run_1/met1.png
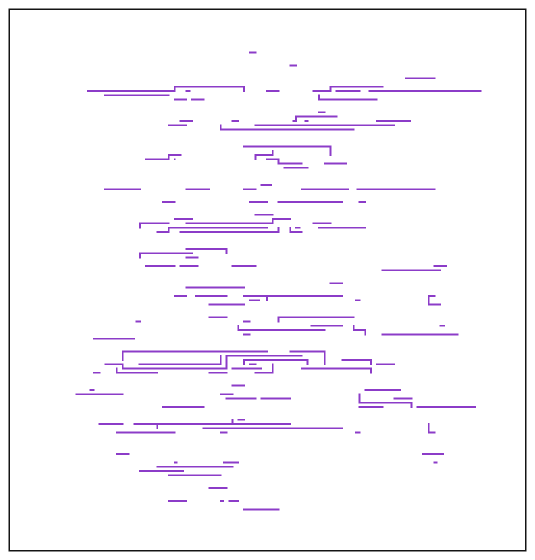
run_1/met2.png
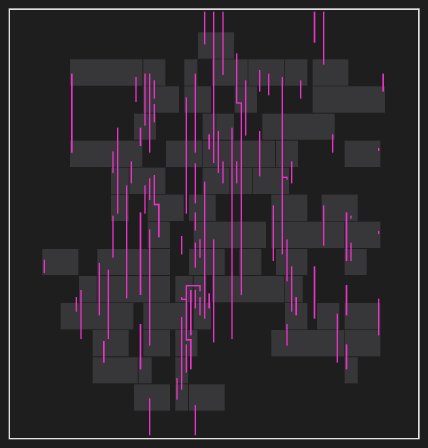
run_1/final_placement.png
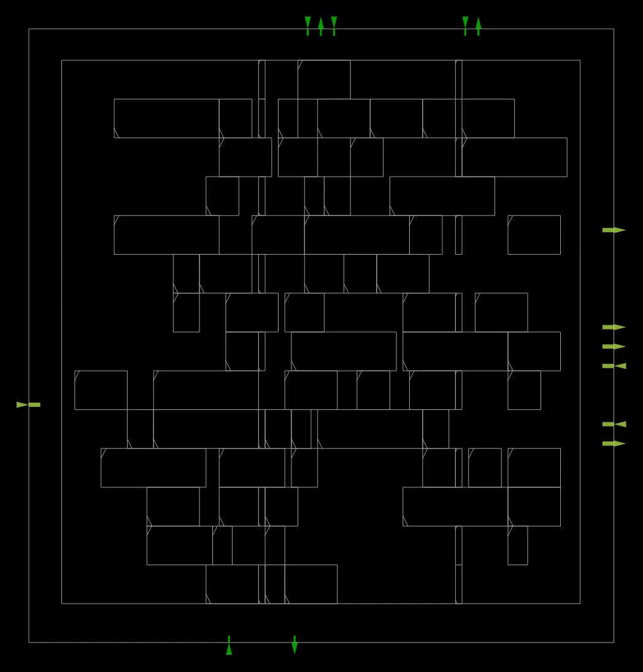
$ cat src/rtl/shift4_deser_if.sv
// rtl/shift4_deser_if.sv - serial input and one-entry valid/ready output bundle for shift4_deser
interface shift4_deser_if #(
  parameter int size = 4
);
  logic            ena;
  logic            din;
  logic            align;
  logic            q_ready;
  logic            clr_ovr;
  logic [size-1:0] q;
  logic            q_valid;
  logic            overrun;
  logic            busy;

  modport master (
    output ena, din, align, q_ready, clr_ovr,
    input  q, q_valid, overrun, busy
  );

  modport slave (
    input  ena, din, align, q_ready, clr_ovr,
    output q, q_valid, overrun, busy
  );
endinterface

$ cat src/rtl/shift4_deser.sv
// rtl/shift4_deser.sv - LSB-first serial-to-parallel receiver with one-entry output register
module shift4_deser #(
  parameter int size = 4
) (
  input  logic          clk,
  input  logic          areset,
  shift4_deser_if.slave bus
);
  localparam int CNT_W = $clog2(size);
  localparam logic [CNT_W-1:0] LAST = CNT_W'(size - 1);

  logic [size-1:0]  sr;
  logic [CNT_W-1:0] cnt;
  logic [size-1:0]  word;
  logic             complete;
  logic             accept;
  logic             dropped;

  // din only enters the datapath when ena is high, so an undriven din cannot leak in
  assign word     = {bus.din, sr[size-1:1]};
  assign complete = bus.ena & ~bus.align & (cnt == LAST);
  assign accept   = complete & (~bus.q_valid | bus.q_ready);
  assign dropped  = complete & bus.q_valid & ~bus.q_ready;
  assign bus.busy = (cnt != '0);

  always_ff @(posedge clk) begin
    if (areset) begin
      sr  <= '0;
      cnt <= '0;
    end else if (bus.align) begin
      if (bus.ena) begin
        sr  <= {bus.din, {(size-1){1'b0}}};
        cnt <= CNT_W'(1);
      end else begin
        sr  <= '0;
        cnt <= '0;
      end
    end else if (bus.ena) begin
      sr  <= word;
      cnt <= complete ? '0 : cnt + CNT_W'(1);
    end
  end

  always_ff @(posedge clk) begin
    if (areset) begin
      bus.q       <= '0;
      bus.q_valid <= 1'b0;
    end else if (accept) begin
      bus.q       <= word;
      bus.q_valid <= 1'b1;
    end else if (bus.q_valid && bus.q_ready) begin
      bus.q_valid <= 1'b0;
    end
  end

  // a drop on the same edge as clr_ovr leaves the flag set
  always_ff @(posedge clk) begin
    if (areset) begin
      bus.overrun <= 1'b0;
    end else if (dropped) begin
      bus.overrun <= 1'b1;
    end else if (bus.clr_ovr) begin
      bus.overrun <= 1'b0;
    end
  end
endmodule

$ cat src/flat_wrapper.sv
// flat-port wrapper written by rule: the top's interface ports become plain ports
module shift4_deser_flat 
#(
  parameter int size = 4
)
  (clk, areset, bus_ena, bus_din, bus_align, bus_q_ready, bus_clr_ovr, bus_q, bus_q_valid, bus_overrun, bus_busy);
  shift4_deser_if #(.size(size)) bus_i ();
  input  logic clk;
  input  logic areset;
  input wire logic [$bits(bus_i.ena)-1:0] bus_ena;
  input wire logic [$bits(bus_i.din)-1:0] bus_din;
  input wire logic [$bits(bus_i.align)-1:0] bus_align;
  input wire logic [$bits(bus_i.q_ready)-1:0] bus_q_ready;
  input wire logic [$bits(bus_i.clr_ovr)-1:0] bus_clr_ovr;
  output wire logic [$bits(bus_i.q)-1:0] bus_q;
  output wire logic [$bits(bus_i.q_valid)-1:0] bus_q_valid;
  output wire logic [$bits(bus_i.overrun)-1:0] bus_overrun;
  output wire logic [$bits(bus_i.busy)-1:0] bus_busy;
  assign bus_i.ena = bus_ena;
  assign bus_i.din = bus_din;
  assign bus_i.align = bus_align;
  assign bus_i.q_ready = bus_q_ready;
  assign bus_i.clr_ovr = bus_clr_ovr;
  assign bus_q = bus_i.q;
  assign bus_q_valid = bus_i.q_valid;
  assign bus_overrun = bus_i.overrun;
  assign bus_busy = bus_i.busy;
  shift4_deser #(.size(size)) u_core (.clk(clk), .areset(areset), .bus(bus_i));
endmodule
$ cat config.mk
export PLATFORM = sky130hd
export DESIGN_NAME = shift4_deser_flat
export DESIGN_NICKNAME = d
export VERILOG_FILES = /design/src/rtl/shift4_deser_if.sv /design/src/rtl/shift4_deser.sv /design/src/flat_wrapper.sv
export SDC_FILE = /design/constraint.sdc
export NUM_CORES = 1
export LEC_CHECK = 0
export CORE_AREA = 2 2 39 41
export CTS_CLUSTER_SIZE = 28
export DETAILED_ROUTE_END_ITERATION = 8
export DIE_AREA = 0 0 41 43
export PLACE_DENSITY = 0.66
export SKIP_LAST_GASP = 1
export SLEW_MARGIN = 25
export SYNTH_ARGS = -nofsm -noshare
export SYNTH_HDL_FRONTEND = slang
export SYNTH_SLANG_ARGS = --single-unit
export TNS_END_PERCENT = 50
$ cat constraint.sdc
create_clock -name clk -period 3.81 [get_ports clk]
set_clock_uncertainty 0.15 [all_clocks]
set_input_delay 0.5715 -clock clk [delete_from_list [all_inputs] [get_ports clk]]
set_output_delay 0.5715 -clock clk [all_outputs]
set_load 0.05 [all_outputs]
==> run_results.csv, run 1 <==
group,metric,value,unit
status,outcome,"completed",
timing,finalHoldWorstSlack,0.327,ns
routing,top_layer_used,"met4",
critical_path,crit_family,"buffers and inverters",
job,max_cap_viol,0,
logic_synthesis,synth_area,510,um2
final_layout,highest_count_logic_cell_in_the_final_layout,"clkdlybuf4s50_1",
critical_path,critPathMaxStageDelay,0.79,ns
worst_hold_path,hold_path.startpoint,"u_core.bus.q[2]$_SDFFE_PP0P_",
final_layout,area_growth,29.4,%
die,area_of_the_die,1760,um2
global_routing,grt-ovfl-total,0,
worst_hold_path,hold_path_end,"u_core.bus.q[2]$_SDFFE_PP0P_",
final_layout,largest_registers,"u_core.bus.q x4, u_core.sr x3, u_core.cnt x2",
final_layout,number_of_filler_instances_in_the_final_layout,140,
timing,actual_transition_at_the_worst_max_transition_pin,0.502,ns
final_layout,final_cell_mix,"clkdlybuf4s50_1, dfxtp_1, nand2b_1",
pwr,report.power.total,0.220,mW
critical_path,number_of_stages_on_the_worst_setup_path,4,
clock_tree,clock_insertion_delay_worst_skew,0.26,ns
placement,last_weighted_congestion_value_of_the_routability_driven_placer,0.704,
final_layout,final-comb-area,249,um2
final_layout,comb_area_share,37.7,%
routing,route.antenna.remaining_nets,0,
pwr,netSwitchingPower,0.0513,mW
logic_synthesis,synth.mux.area_fraction,13.7,%
global_routing,initial_antenna_violation_count,0,
pwr,power_density,334,nW/um2
routing,met2WireLength,380,um
critical_path,timing.critical_path.to,"bus_busy",
pwr,power.leakage,0.255,nW
routing,drt-initial-drc-count,1,
global_routing,grt_pass1_vias,374,
pwr,clock_net_power,0.0792,mW
logic_synthesis,synth.ff_latch_count,11,
timing,fin_crit_sh,64.0,%
pwr,combinationalPowerShare,10.6,%
timing,final_hold_viol_count,0,
logic_synthesis,syn_avg_cell_area,10.0,um2
pwr,pwr-share-clk,35.9,%
final_layout,design.final.nets,75,
routing,routed_via_density,4.65,
final_layout,largest_cell_class,"multi-input combinational cells",
final_layout,seq_area_share,33.3,%
placement,placed_cells,77,
clock_tree,cts_tree,"yes",
logic_synthesis,yosys.cell_types.count,17,
global_routing,grt_pass1_wl,1470,um
logic_synthesis,top_cells_by_count,"dfxtp_1, nand2b_1, mux2i_1",
critical_path,worst_ep_required_time,3.09,ns
critical_path,reg2reg_depth,4,
routing,met3RoutedLength,47,um
global_routing,top_usage_layer,"met2",
final_layout,layout.area.seq,220,um2
logic_synthesis,largest_area_cell,"dfxtp_1",
timing,clock.fmax,410,MHz
final_layout,ff_count,11,
logic_synthesis,ys_seq_share,43.1,%
critical_path,timing.critical_path.from_type,"flip-flop",
critical_path,worstSetupStartpoint,"u_core.cnt[0]$_SDFFE_PP0P_",
logic_synthesis,syn-num-nets,60,
placement,numPortBuffers,13,
clock_tree,ctsHtreeMaxLevel,1,
critical_path,crit_type,"flip-flop to output pin",
pwr,pwr-share-seq,53.5,%
routing,drc,0,
final_layout,registers.top_by_ff_count,"u_core.bus.q",
clock_tree,tritoncts.num_buffers,3,
placement,detailed_place_hpwl,598,um
logic_synthesis,top_cell_area_share,43.1,%
final_layout,largest_reg_flops,4,
pwr,netSwitchingFraction,23.3,%
global_routing,maximum_number_of_pins_on_one_net_before_global_route_repair,16,
die,core_density_at_floorplan,36.9,%
final_layout,area_share_clock_buf_inv,3.98,%
pwr,comb_cell_power,0.0234,mW
clock_tree,clock-root-buffer,"clkbuf_4",
logic_synthesis,ys_cells,51,
logic_synthesis,netlist_instances,51,
final_layout,layout.comb_gates.multi_input,33,
die,die-width,41,um
pwr,power.sequential.total,0.118,mW
pwr,power.largest_group,"sequential cells",
clock_tree,post-cts-setup-buffers,0,
logic_synthesis,synthSimpleGateAreaFrac,25.0,%
critical_path,path_common_cell,"inv_1",
final_layout,layout.non_clock_inverters,4,
critical_path,cpMaxStageDelayCell,"clkdlybuf4s50_1",
timing,min_period,2.44,ns
critical_path,crit_path_max_fanout,3,
final_layout,layout-drive-gt1-share,7.69,%
routing,first_pass_iters,2,
critical_path,cp.buffers_inverters,3,
timing,rsz0062_at_grt,"false",
logic_synthesis,synth.cellmix.adderShare,4.90,%
timing,timing.setup.tns,0,ns
logic_synthesis,compound_area_share,5.15,%
critical_path,crit_chain,"inv_1, ha_1, inv_1, clkdlybuf4s50_1",
timing,slew_viol_final,0,
logic_synthesis,xor_xnor_area_share,0,%
final_layout,area_share_nonclk_buffers,19.7,%
clock_tree,clk_path_buf_depth,2,
logic_synthesis,synthTopCellsByArea,"dfxtp_1, mux2i_1, nand2b_1",
job,openroad.warnings,27,
clock_tree,numClockSinks,11,
clock_tree,cts.clk_slew.worst_paths,0.07,ns
critical_path,r2r-end,"u_core.bus.q[3]$_SDFFE_PP0P_",
timing,timing.slew.headroom,66.4,%
clock_tree,cts_resized,0,
logic_synthesis,yosys-stat-area,510,um2
logic_synthesis,post_synth_main_logic_family,"simple AND/OR/NAND/NOR gates",
die,design.portCount,14,
critical_path,endpoint_kind,"output pin",
placement,placedInstanceArea,634,um2
logic_synthesis,synth-edff-count,0,
logic_synthesis,async_flop_share,0,%
pwr,int_pwr,0.169,mW
global_routing,globalRouteMet3Util,3.14,%
logic_synthesis,flop_cell,"dfxtp_1",
final_layout,nNonClkBuffers,13,
die,fp.dieH,43,um
final_layout,num-clock-buffers,4,
pwr,max-vdd-ir-drop,170,uV
die,placement_rows,14,
final_layout,layout.core_utilization,47.7,%
global_routing,grt_util_all_layers,12.4,%
clock_tree,ctsHoldBuffers,0,
placement,dpl_worst_slack,1.66,ns
critical_path,r2r-start,"u_core.cnt[0]$_SDFFE_PP0P_",
worst_hold_path,whs_path_depth,2,
die,core_area,1380,um2
timing,layout_setup_ws,1.37,ns
About met1.png:
wire length on this layer = 382 um
nets with wire on the layer = 63
main direction = horizontal
via count: 377
GRT met1 Usage: 15.6%
sum of routed wire length over all layers: 822 um

About met2.png:
longest straight run = 21.1 um
share of all routed wire = 46%
GR Util met2: 16.9%

About final_placement.png:
Tapcell Cnt: 16
count of non-filler cells in the finished layout: 81

==> inputs of run 2 (changes only) <==
- PLACE_DENSITY: 0.66 -> 0.69
- clock period: 3.81 -> 2.15 ns (I/O delays scaled with it)
==> run_results.csv, run 2 <==
group,metric,value,unit
status,outcome,"completed",
pwr,report.power.total,0.391,mW
placement,numPortBuffers,13,
clock_tree,numClockSinks,11,
routing,via_count,383,
logic_synthesis,yosys-stat-area,510,um2
logic_synthesis,synthSimpleGateAreaFrac,25.0,%
critical_path,r2r-end,"u_core.bus.q[0]$_SDFFE_PP0P_",
global_routing,grt_pass1_wl,1420,um
logic_synthesis,synth.mux.area_fraction,13.7,%
final_layout,layout.comb_gates.multi_input,33,
pwr,power.leakage,0.257,nW
pwr,combinationalPowerShare,10.5,%
logic_synthesis,synth_area,510,um2
routing,route.antenna.remaining_nets,0,
global_routing,grt-ovfl-total,0,
routing,routed_via_density,4.73,
global_routing,maximum_number_of_pins_on_one_net_before_global_route_repair,16,
logic_synthesis,ys_seq_share,43.1,%
placement,placedInstanceArea,632,um2
logic_synthesis,top_cell_area_share,43.1,%
clock_tree,clock-root-buffer,"clkbuf_4",
final_layout,ff_count,11,
die,core_density_at_floorplan,36.9,%
critical_path,timing.critical_path.to,"bus_q[0]",
timing,timing.slew.headroom,66.8,%
final_layout,comb_area_share,37.8,%
routing,drc,0,
clock_tree,cts_resized,0,
final_layout,registers.top_by_ff_count,"u_core.bus.q",
routing,top_layer_used,"met4",
global_routing,initial_antenna_violation_count,0,
pwr,power.sequential.total,0.209,mW
final_layout,area_share_nonclk_buffers,19.4,%
final_layout,nNonClkBuffers,13,
pwr,power.largest_group,"sequential cells",
timing,fin_crit_sh,87.4,%
logic_synthesis,ys_cells,51,
timing,finalHoldWorstSlack,0.321,ns
clock_tree,ctsHoldBuffers,0,
final_layout,layout.area.seq,220,um2
final_layout,seq_area_share,33.5,%
critical_path,r2r-start,"u_core.cnt[0]$_SDFFE_PP0P_",
pwr,pwr-share-clk,36.1,%
die,die-width,41,um
clock_tree,ctsHtreeMaxLevel,1,
logic_synthesis,syn_avg_cell_area,10.0,um2
timing,final_hold_viol_count,0,
clock_tree,clock_insertion_delay_worst_skew,0.27,ns
logic_synthesis,syn-num-nets,60,
critical_path,number_of_stages_on_the_worst_setup_path,1,
routing,routed_wl,834,um
worst_hold_path,hold_path_end,"u_core.bus.q[1]$_SDFFE_PP0P_",
global_routing,grt_util_all_layers,12.7,%
pwr,power_density,594,nW/um2
clock_tree,clk_path_buf_depth,2,
final_layout,final_cell_mix,"clkdlybuf4s50_1, dfxtp_1, nand2b_1",
critical_path,endpoint_kind,"output pin",
logic_synthesis,yosys.cell_types.count,17,
critical_path,critPathMaxStageDelay,0.80,ns
logic_synthesis,largest_area_cell,"dfxtp_1",
timing,actual_transition_at_the_worst_max_transition_pin,0.497,ns
final_layout,highest_count_logic_cell_in_the_final_layout,"clkdlybuf4s50_1",
final_layout,final-comb-area,249,um2
timing,rsz0062_at_grt,"false",
final_layout,largest_registers,"u_core.bus.q x4, u_core.sr x3, u_core.cnt x2",
routing,first_pass_iters,4,
placement,last_weighted_congestion_value_of_the_routability_driven_placer,0.748,
final_layout,layout-drive-gt1-share,9.23,%
clock_tree,cts.clk_slew.worst_paths,0.06,ns
final_layout,largest_cell_class,"multi-input combinational cells",
placement,detailed_place_hpwl,618,um
critical_path,cpMaxStageDelayCell,"clkdlybuf4s50_1",
clock_tree,cts_tree,"yes",
pwr,int_pwr,0.300,mW
pwr,pwr-share-seq,53.4,%
routing,drt-initial-drc-count,4,
job,max_cap_viol,0,
die,num_tap_cells,16,
pwr,clock_net_power,0.141,mW
critical_path,worst_ep_required_time,1.68,ns
die,fp.dieH,43,um
die,design.portCount,14,
timing,slew_viol_final,0,
critical_path,timing.critical_path.from_type,"flip-flop",
pwr,max-vdd-ir-drop,262,uV
pwr,comb_cell_power,0.0409,mW
placement,placed_cells,77,
timing,layout_setup_ws,0.272,ns
logic_synthesis,flop_cell,"dfxtp_1",
global_routing,grt_pass1_vias,361,
final_layout,design.final.nets,75,
critical_path,crit_chain,"clkdlybuf4s50_1",
logic_synthesis,async_flop_share,0,%
global_routing,grt_use_met2,17.8,%
timing,timing.setup.tns,0,ns
logic_synthesis,synthTopCellsByArea,"dfxtp_1, mux2i_1, nand2b_1",
run_2/density.png
The die is cut into 8 by 9 equal tiles; white is low, dark blue is high, 0 to 100% covered.
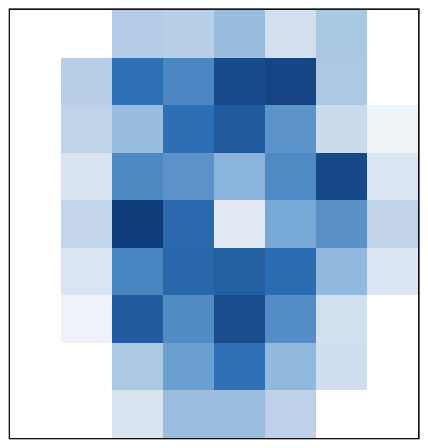
fullest tile = 95%
nearly empty tiles = 25%
mean over tiles = 36%
emptiest ninth of the die = south-west

run_2/final_placement.png
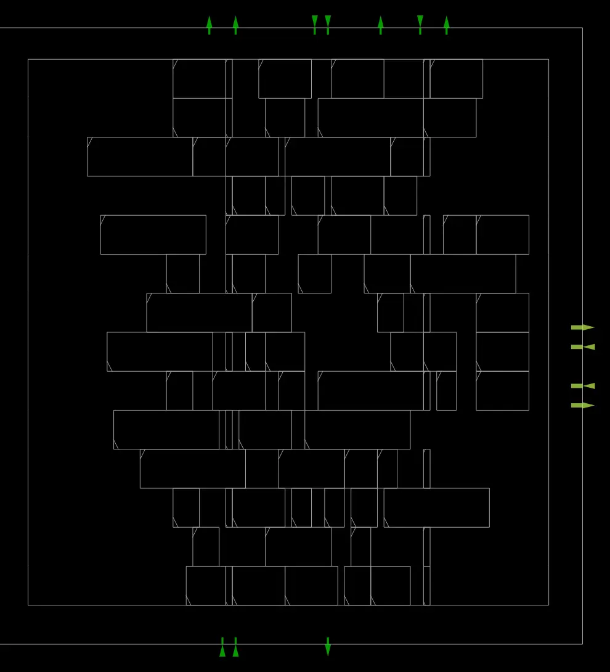
floorplan core area: 1380 um2
number of filler instances in the final layout: 147
Finished Core Util: 47.6%
FP Rows: 14

Power and IR drop assume default switching activity.
